**config.mk**
```make
export PLATFORM = sky130hd
export DESIGN_NAME = id_ex_stage_flat
export DESIGN_NICKNAME = d
export VERILOG_FILES = /design/src/rtl/id_ex_stage_if.sv /design/src/rtl/id_ex_stage.sv /design/src/flat_wrapper.sv
export SDC_FILE = /design/constraint.sdc
export NUM_CORES = 1
export LEC_CHECK = 0
export CORE_ASPECT_RATIO = 0.5
export CORE_MARGIN = 3
export CORE_UTILIZATION = 43
export CTS_CLUSTER_DIAMETER = 200
export DETAILED_ROUTE_END_ITERATION = 10
export HOLD_SLACK_MARGIN = 0.1
export PLACE_DENSITY = 0.88
export RECOVER_POWER = 25
export SLEW_MARGIN = 20
export SYNTH_ARGS = -nofsm -noshare
export SYNTH_HDL_FRONTEND = slang
export SYNTH_SLANG_ARGS = --single-unit
```
**constraint.sdc**
```tcl
create_clock -name clk -period 5.8 [get_ports clk]
set_input_delay 1.16 -clock clk [delete_from_list [all_inputs] [get_ports clk]]
set_output_delay 1.16 -clock clk [all_outputs]
set_load 0.03 [all_outputs]
```
**src/rtl/id_ex_stage_if.sv**
```systemverilog
// Signal bundle between ID/hazard logic, the bypass buses and the ID/EX stage.
// The stage uses the slave view; the upstream driver uses the master view.
interface id_ex_stage_if #(
    parameter int N = 32
);
    logic         stall;
    logic         flush;
    logic         in_valid;
    logic [3:0]   in_alu_op;
    logic [N-1:0] in_rs_data;
    logic [N-1:0] in_rt_data;
    logic [N-1:0] in_imm;
    logic [4:0]   in_shamt;
    logic [4:0]   in_rs_addr;
    logic [4:0]   in_rt_addr;
    logic [4:0]   in_rd_addr;
    logic         in_use_imm;
    logic         in_reg_write;
    logic         exmem_reg_write;
    logic [4:0]   exmem_rd;
    logic [N-1:0] exmem_data;
    logic         memwb_reg_write;
    logic [4:0]   memwb_rd;
    logic [N-1:0] memwb_data;
    logic [3:0]   alu_op;
    logic [N-1:0] s;
    logic [N-1:0] t;
    logic [4:0]   shamt;
    logic [N-1:0] rt_fwd;
    logic [4:0]   rd_addr;
    logic         reg_write;
    logic         valid;

    modport master (
        output stall, flush, in_valid, in_alu_op, in_rs_data, in_rt_data, in_imm,
               in_shamt, in_rs_addr, in_rt_addr, in_rd_addr, in_use_imm, in_reg_write,
               exmem_reg_write, exmem_rd, exmem_data,
               memwb_reg_write, memwb_rd, memwb_data,
        input  alu_op, s, t, shamt, rt_fwd, rd_addr, reg_write, valid
    );

    modport slave (
        input  stall, flush, in_valid, in_alu_op, in_rs_data, in_rt_data, in_imm,
               in_shamt, in_rs_addr, in_rt_addr, in_rd_addr, in_use_imm, in_reg_write,
               exmem_reg_write, exmem_rd, exmem_data,
               memwb_reg_write, memwb_rd, memwb_data,
        output alu_op, s, t, shamt, rt_fwd, rd_addr, reg_write, valid
    );
endinterface

```
**src/rtl/id_ex_stage.sv**
```systemverilog
// ID/EX pipeline register with EX/MEM and MEM/WB operand bypass, stall hold
// (with operand refresh) and flush-to-bubble for the hazard unit.
module id_ex_stage #(
    parameter int N = 32
) (
    input  logic          clk,
    input  logic          reset,
    id_ex_stage_if.slave  bus
);
    localparam logic [3:0] OP_SLL = 4'h0;

    logic         valid_r;
    logic [3:0]   op_r;
    logic [N-1:0] rs_data_r;
    logic [N-1:0] rt_data_r;
    logic [N-1:0] imm_r;
    logic [4:0]   shamt_r;
    logic [4:0]   rs_addr_r;
    logic [4:0]   rt_addr_r;
    logic [4:0]   rd_addr_r;
    logic         use_imm_r;
    logic         reg_write_r;

    logic [N-1:0] rs_fwd_s;
    logic [N-1:0] rt_fwd_s;

    // EX/MEM wins over MEM/WB; register 0 never takes a bypassed value.
    function automatic logic [N-1:0] fwd_pick(
        input logic [4:0]   addr,
        input logic [N-1:0] stored,
        input logic         ex_we,
        input logic [4:0]   ex_rd,
        input logic [N-1:0] ex_data,
        input logic         wb_we,
        input logic [4:0]   wb_rd,
        input logic [N-1:0] wb_data
    );
        logic [N-1:0] res;
        if (ex_we && (ex_rd == addr) && (addr != 5'd0)) begin
            res = ex_data;
        end else if (wb_we && (wb_rd == addr) && (addr != 5'd0)) begin
            res = wb_data;
        end else begin
            res = stored;
        end
        return res;
    endfunction

    // Per-operand bypass selection, active only for a real instruction.
    always_comb begin
        rs_fwd_s = rs_data_r;
        rt_fwd_s = rt_data_r;
        if (valid_r) begin
            rs_fwd_s = fwd_pick(rs_addr_r, rs_data_r,
                                bus.exmem_reg_write, bus.exmem_rd, bus.exmem_data,
                                bus.memwb_reg_write, bus.memwb_rd, bus.memwb_data);
            rt_fwd_s = fwd_pick(rt_addr_r, rt_data_r,
                                bus.exmem_reg_write, bus.exmem_rd, bus.exmem_data,
                                bus.memwb_reg_write, bus.memwb_rd, bus.memwb_data);
        end else begin
            rs_fwd_s = rs_data_r;
            rt_fwd_s = rt_data_r;
        end
    end

    // Pipeline register: flush beats stall; a held stage refreshes its operands
    // so a bypassed value survives after the producer leaves the bus.
    always_ff @(posedge clk or posedge reset) begin
        if (reset) begin
            valid_r     <= 1'b0;
            op_r        <= OP_SLL;
            rs_data_r   <= '0;
            rt_data_r   <= '0;
            imm_r       <= '0;
            shamt_r     <= 5'd0;
            rs_addr_r   <= 5'd0;
            rt_addr_r   <= 5'd0;
            rd_addr_r   <= 5'd0;
            use_imm_r   <= 1'b0;
            reg_write_r <= 1'b0;
        end else if (bus.flush) begin
            valid_r     <= 1'b0;
            op_r        <= OP_SLL;
            rs_data_r   <= '0;
            rt_data_r   <= '0;
            imm_r       <= '0;
            shamt_r     <= 5'd0;
            rs_addr_r   <= 5'd0;
            rt_addr_r   <= 5'd0;
            rd_addr_r   <= 5'd0;
            use_imm_r   <= 1'b0;
            reg_write_r <= 1'b0;
        end else if (bus.stall) begin
            rs_data_r   <= rs_fwd_s;
            rt_data_r   <= rt_fwd_s;
        end else begin
            valid_r     <= bus.in_valid;
            op_r        <= bus.in_alu_op;
            rs_data_r   <= bus.in_rs_data;
            rt_data_r   <= bus.in_rt_data;
            imm_r       <= bus.in_imm;
            shamt_r     <= bus.in_shamt;
            rs_addr_r   <= bus.in_rs_addr;
            rt_addr_r   <= bus.in_rt_addr;
            rd_addr_r   <= bus.in_rd_addr;
            use_imm_r   <= bus.in_use_imm;
            reg_write_r <= bus.in_reg_write;
        end
    end

    assign bus.valid     = valid_r;
    assign bus.alu_op    = op_r;
    assign bus.shamt     = shamt_r;
    assign bus.rd_addr   = rd_addr_r;
    assign bus.reg_write = reg_write_r & valid_r;
    assign bus.s         = rs_fwd_s;
    assign bus.t         = use_imm_r ? imm_r : rt_fwd_s;
    assign bus.rt_fwd    = rt_fwd_s;
endmodule

```
**src/flat_wrapper.sv**
```systemverilog
// flat-port wrapper written by rule: the top's interface ports become plain ports
module id_ex_stage_flat 
#(
    parameter int N = 32
)
  (clk, reset, bus_stall, bus_flush, bus_in_valid, bus_in_alu_op, bus_in_rs_data, bus_in_rt_data, bus_in_imm, bus_in_shamt, bus_in_rs_addr, bus_in_rt_addr, bus_in_rd_addr, bus_in_use_imm, bus_in_reg_write, bus_exmem_reg_write, bus_exmem_rd, bus_exmem_data, bus_memwb_reg_write, bus_memwb_rd, bus_memwb_data, bus_alu_op, bus_s, bus_t, bus_shamt, bus_rt_fwd, bus_rd_addr, bus_reg_write, bus_valid);
  id_ex_stage_if #(.N(N)) bus_i ();
  input  logic clk;
  input  logic reset;
  input wire logic [$bits(bus_i.stall)-1:0] bus_stall;
  input wire logic [$bits(bus_i.flush)-1:0] bus_flush;
  input wire logic [$bits(bus_i.in_valid)-1:0] bus_in_valid;
  input wire logic [$bits(bus_i.in_alu_op)-1:0] bus_in_alu_op;
  input wire logic [$bits(bus_i.in_rs_data)-1:0] bus_in_rs_data;
  input wire logic [$bits(bus_i.in_rt_data)-1:0] bus_in_rt_data;
  input wire logic [$bits(bus_i.in_imm)-1:0] bus_in_imm;
  input wire logic [$bits(bus_i.in_shamt)-1:0] bus_in_shamt;
  input wire logic [$bits(bus_i.in_rs_addr)-1:0] bus_in_rs_addr;
  input wire logic [$bits(bus_i.in_rt_addr)-1:0] bus_in_rt_addr;
  input wire logic [$bits(bus_i.in_rd_addr)-1:0] bus_in_rd_addr;
  input wire logic [$bits(bus_i.in_use_imm)-1:0] bus_in_use_imm;
  input wire logic [$bits(bus_i.in_reg_write)-1:0] bus_in_reg_write;
  input wire logic [$bits(bus_i.exmem_reg_write)-1:0] bus_exmem_reg_write;
  input wire logic [$bits(bus_i.exmem_rd)-1:0] bus_exmem_rd;
  input wire logic [$bits(bus_i.exmem_data)-1:0] bus_exmem_data;
  input wire logic [$bits(bus_i.memwb_reg_write)-1:0] bus_memwb_reg_write;
  input wire logic [$bits(bus_i.memwb_rd)-1:0] bus_memwb_rd;
  input wire logic [$bits(bus_i.memwb_data)-1:0] bus_memwb_data;
  output wire logic [$bits(bus_i.alu_op)-1:0] bus_alu_op;
  output wire logic [$bits(bus_i.s)-1:0] bus_s;
  output wire logic [$bits(bus_i.t)-1:0] bus_t;
  output wire logic [$bits(bus_i.shamt)-1:0] bus_shamt;
  output wire logic [$bits(bus_i.rt_fwd)-1:0] bus_rt_fwd;
  output wire logic [$bits(bus_i.rd_addr)-1:0] bus_rd_addr;
  output wire logic [$bits(bus_i.reg_write)-1:0] bus_reg_write;
  output wire logic [$bits(bus_i.valid)-1:0] bus_valid;
  assign bus_i.stall = bus_stall;
  assign bus_i.flush = bus_flush;
  assign bus_i.in_valid = bus_in_valid;
  assign bus_i.in_alu_op = bus_in_alu_op;
  assign bus_i.in_rs_data = bus_in_rs_data;
  assign bus_i.in_rt_data = bus_in_rt_data;
  assign bus_i.in_imm = bus_in_imm;
  assign bus_i.in_shamt = bus_in_shamt;
  assign bus_i.in_rs_addr = bus_in_rs_addr;
  assign bus_i.in_rt_addr = bus_in_rt_addr;
  assign bus_i.in_rd_addr = bus_in_rd_addr;
  assign bus_i.in_use_imm = bus_in_use_imm;
  assign bus_i.in_reg_write = bus_in_reg_write;
  assign bus_i.exmem_reg_write = bus_exmem_reg_write;
  assign bus_i.exmem_rd = bus_exmem_rd;
  assign bus_i.exmem_data = bus_exmem_data;
  assign bus_i.memwb_reg_write = bus_memwb_reg_write;
  assign bus_i.memwb_rd = bus_memwb_rd;
  assign bus_i.memwb_data = bus_memwb_data;
  assign bus_alu_op = bus_i.alu_op;
  assign bus_s = bus_i.s;
  assign bus_t = bus_i.t;
  assign bus_shamt = bus_i.shamt;
  assign bus_rt_fwd = bus_i.rt_fwd;
  assign bus_rd_addr = bus_i.rd_addr;
  assign bus_reg_write = bus_i.reg_write;
  assign bus_valid = bus_i.valid;
  id_ex_stage #(.N(N)) u_core (.clk(clk), .reset(reset), .bus(bus_i));
endmodule
```
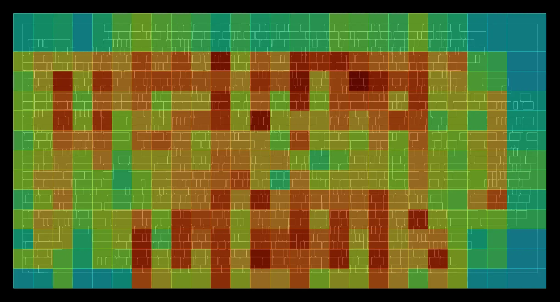
Fig. 1. Congestion heat map.
GR Layer Usage met3: 0.0472
overall fraction of global-route tracks in use: 0.279

==> run summary <==
Implementation results. Per the GRT congestion report, total overflow comes to 0. In the synthesized netlist, the number of instances is 733. For this run, the detailed router reports a per-instance via density of 5.64. Cell internal power was estimated by the tool at 1.88 mW. The finished design was reported to have a net count of approximately 1200. Maximum fanout along the worst path landed at 32. The first global-routing pass estimated approximately 39000 um of wire. Looking at the max-slew report, the worst-margin pin has a slew of around 3600 ps. The checks that failed: capacitance limit, slew limit. Max-slew violation count landed at between 150 and 200.

Flop-to-flop setup slack landed at 3060 ps. For this block, the routed nets add up to approximately 26000 um of wire. Max-cap violations in this run came to 2.

Of the synthesized area, sequential elements account for 0.441. The floorplan has 32 rows. Sorting the synthesized cells by how often they occur yields nor2_1, dfrtp_1, nand2_1, mux2i_1, clkbuf_1. The power report attributes to the clock group a share of 0.395.

The run finished, with violations left. The floorplan step defined a core boundary enclosing 0.0157 mm2. The mapped netlist covers 0.00698 mm2.

Yosys printed 0 warnings. In this run the tightest slew margin relative to its limit is -1.39. For this configuration, the core starts out at a cell density of 0.446. For reference, the most critical setup path is categorized as input port to primary output. CTS H-tree depth landed at 4.
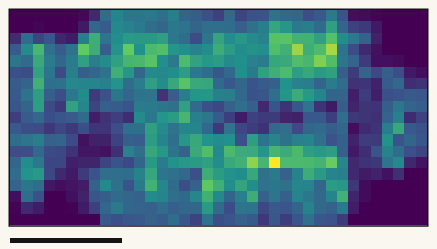
Fig. 2. Routed metal per tile.
Bar = 50 um. The die is cut into 37 by 19 equal tiles; dark purple is low, yellow is high, scaled to the fullest tile. Values are wire area over tile area, all layers added.
19% of the tiles are over half the peak. 10% of the tiles are nearly empty. The mean over all tiles is 0.23. The fullest tile reaches 0.71.

-- final cells by class --
class | count | area, um2 | share of cell area
flip-flops and latches | 123 | 3080 | 0.284
repair buffers | 328 | 3250 | 0.300
clock inverters | 9 | 87.6 | 0.00809
inverters | 2 | 8.76 | 0.000809
clock buffers | 23 | 498 | 0.0460
multi-input cells | 539 | 3630 | 0.335
well taps | 221 | 277 | 0.0255
-- power by group through the flow --
| stage | combinational, mW | clock, mW | sequential [mW] |
|---|---|---|---|
| floorplan | 0.326 | 0 | 0.956 |
| global route | 0.682 | 1.10 | 0.952 |
| finish | 0.643 | 1.04 | 0.947 |
| CTS | 0.642 | 1.06 | 0.945 |
| global placement | 0.626 | 0 | 0.956 |
| detailed placement | 0.638 | 0 | 0.960 |
-- cells in the final DEF, fill, tap and decap left out, types with 32 or more instances in the layout --
| cell | netlist | final |
|---|---|---|
| clkdlybuf4s50_1 | 0 | 311 |
| a311oi_1 | 32 | 32 |
| nand2_1 | 64 | 64 |
| a32oi_1 | 32 | 32 |
| mux2_2 | 32 | 32 |
| mux2i_1 | 59 | 59 |
| and2_1 | 33 | 33 |
| and3_1 | 32 | 32 |
| a221o_1 | 32 | 32 |
| dfrtp_1 | 123 | 122 |
| o21a_1 | 32 | 32 |
| nor2_1 | 156 | 156 |
-- worst max-delay path, stage by stage --
cell	delay (ps)
clkdlybuf4s50_1	520
xnor2_1	150
nand4_1	170
nor4_4	370
o21ai_4	360
a221o_1	500
mux2_2	280
clkdlybuf4s50_1	640
-- kinds of logic (layout without fill, tap and decap cells) --
family / count (synthesis) / count (layout) / share of synthesized area
xor+xnor: 20 / 20 / 0.0251
compound gates: 130 / 130 / 0.162
flops: 123 / 123 / 0.441
mux: 91 / 91 / 0.136
buf+inv: 71 / 362 / 0.0436
simple gates: 298 / 298 / 0.192
-- flip-flops by register name (all words and copies together), names as in the netlist, 4 cells and up --
| name | cells |
|---|---|
| u_core.rs_data_r | 32 |
| u_core.rt_addr_r | 5 |
| u_core.rt_data_r | 32 |
| u_core.bus.alu_op | 4 |
| u_core.rs_addr_r | 5 |
| u_core.imm_r | 32 |
| u_core.bus.rd_addr | 5 |
| u_core.bus.shamt | 5 |
-- path summary, 6_finish.rpt --
kind / start / to
worst min-delay path: u_core.bus.alu_op[1]$_DFFE_PP0P_ / u_core.bus.alu_op[1]$_DFFE_PP0P_
worst max-delay path: bus_exmem_rd[1] / bus_t[11]
worst min register to register: u_core.bus.alu_op[1]$_DFFE_PP0P_ / u_core.bus.alu_op[1]$_DFFE_PP0P_
min in group asynchronous: reset / u_core.imm_r[28]$_DFFE_PP0P_
worst max register to register: u_core.rt_addr_r[1]$_DFFE_PP0P_ / u_core.rt_data_r[12]$_DFF_PP0_
max in group asynchronous: reset / u_core.rt_data_r[25]$_DFF_PP0_
-- metal layers --
layer	up-vias	GRT usage	part of all wire
met3	58	0.0472	0.062
met1	3459	0.354	0.40
met2	329	0.479	0.51
met4	0	0.114	0.031
met5	-	0	0
li1	3182	-	-
Power and IR drop assume default switching activity.
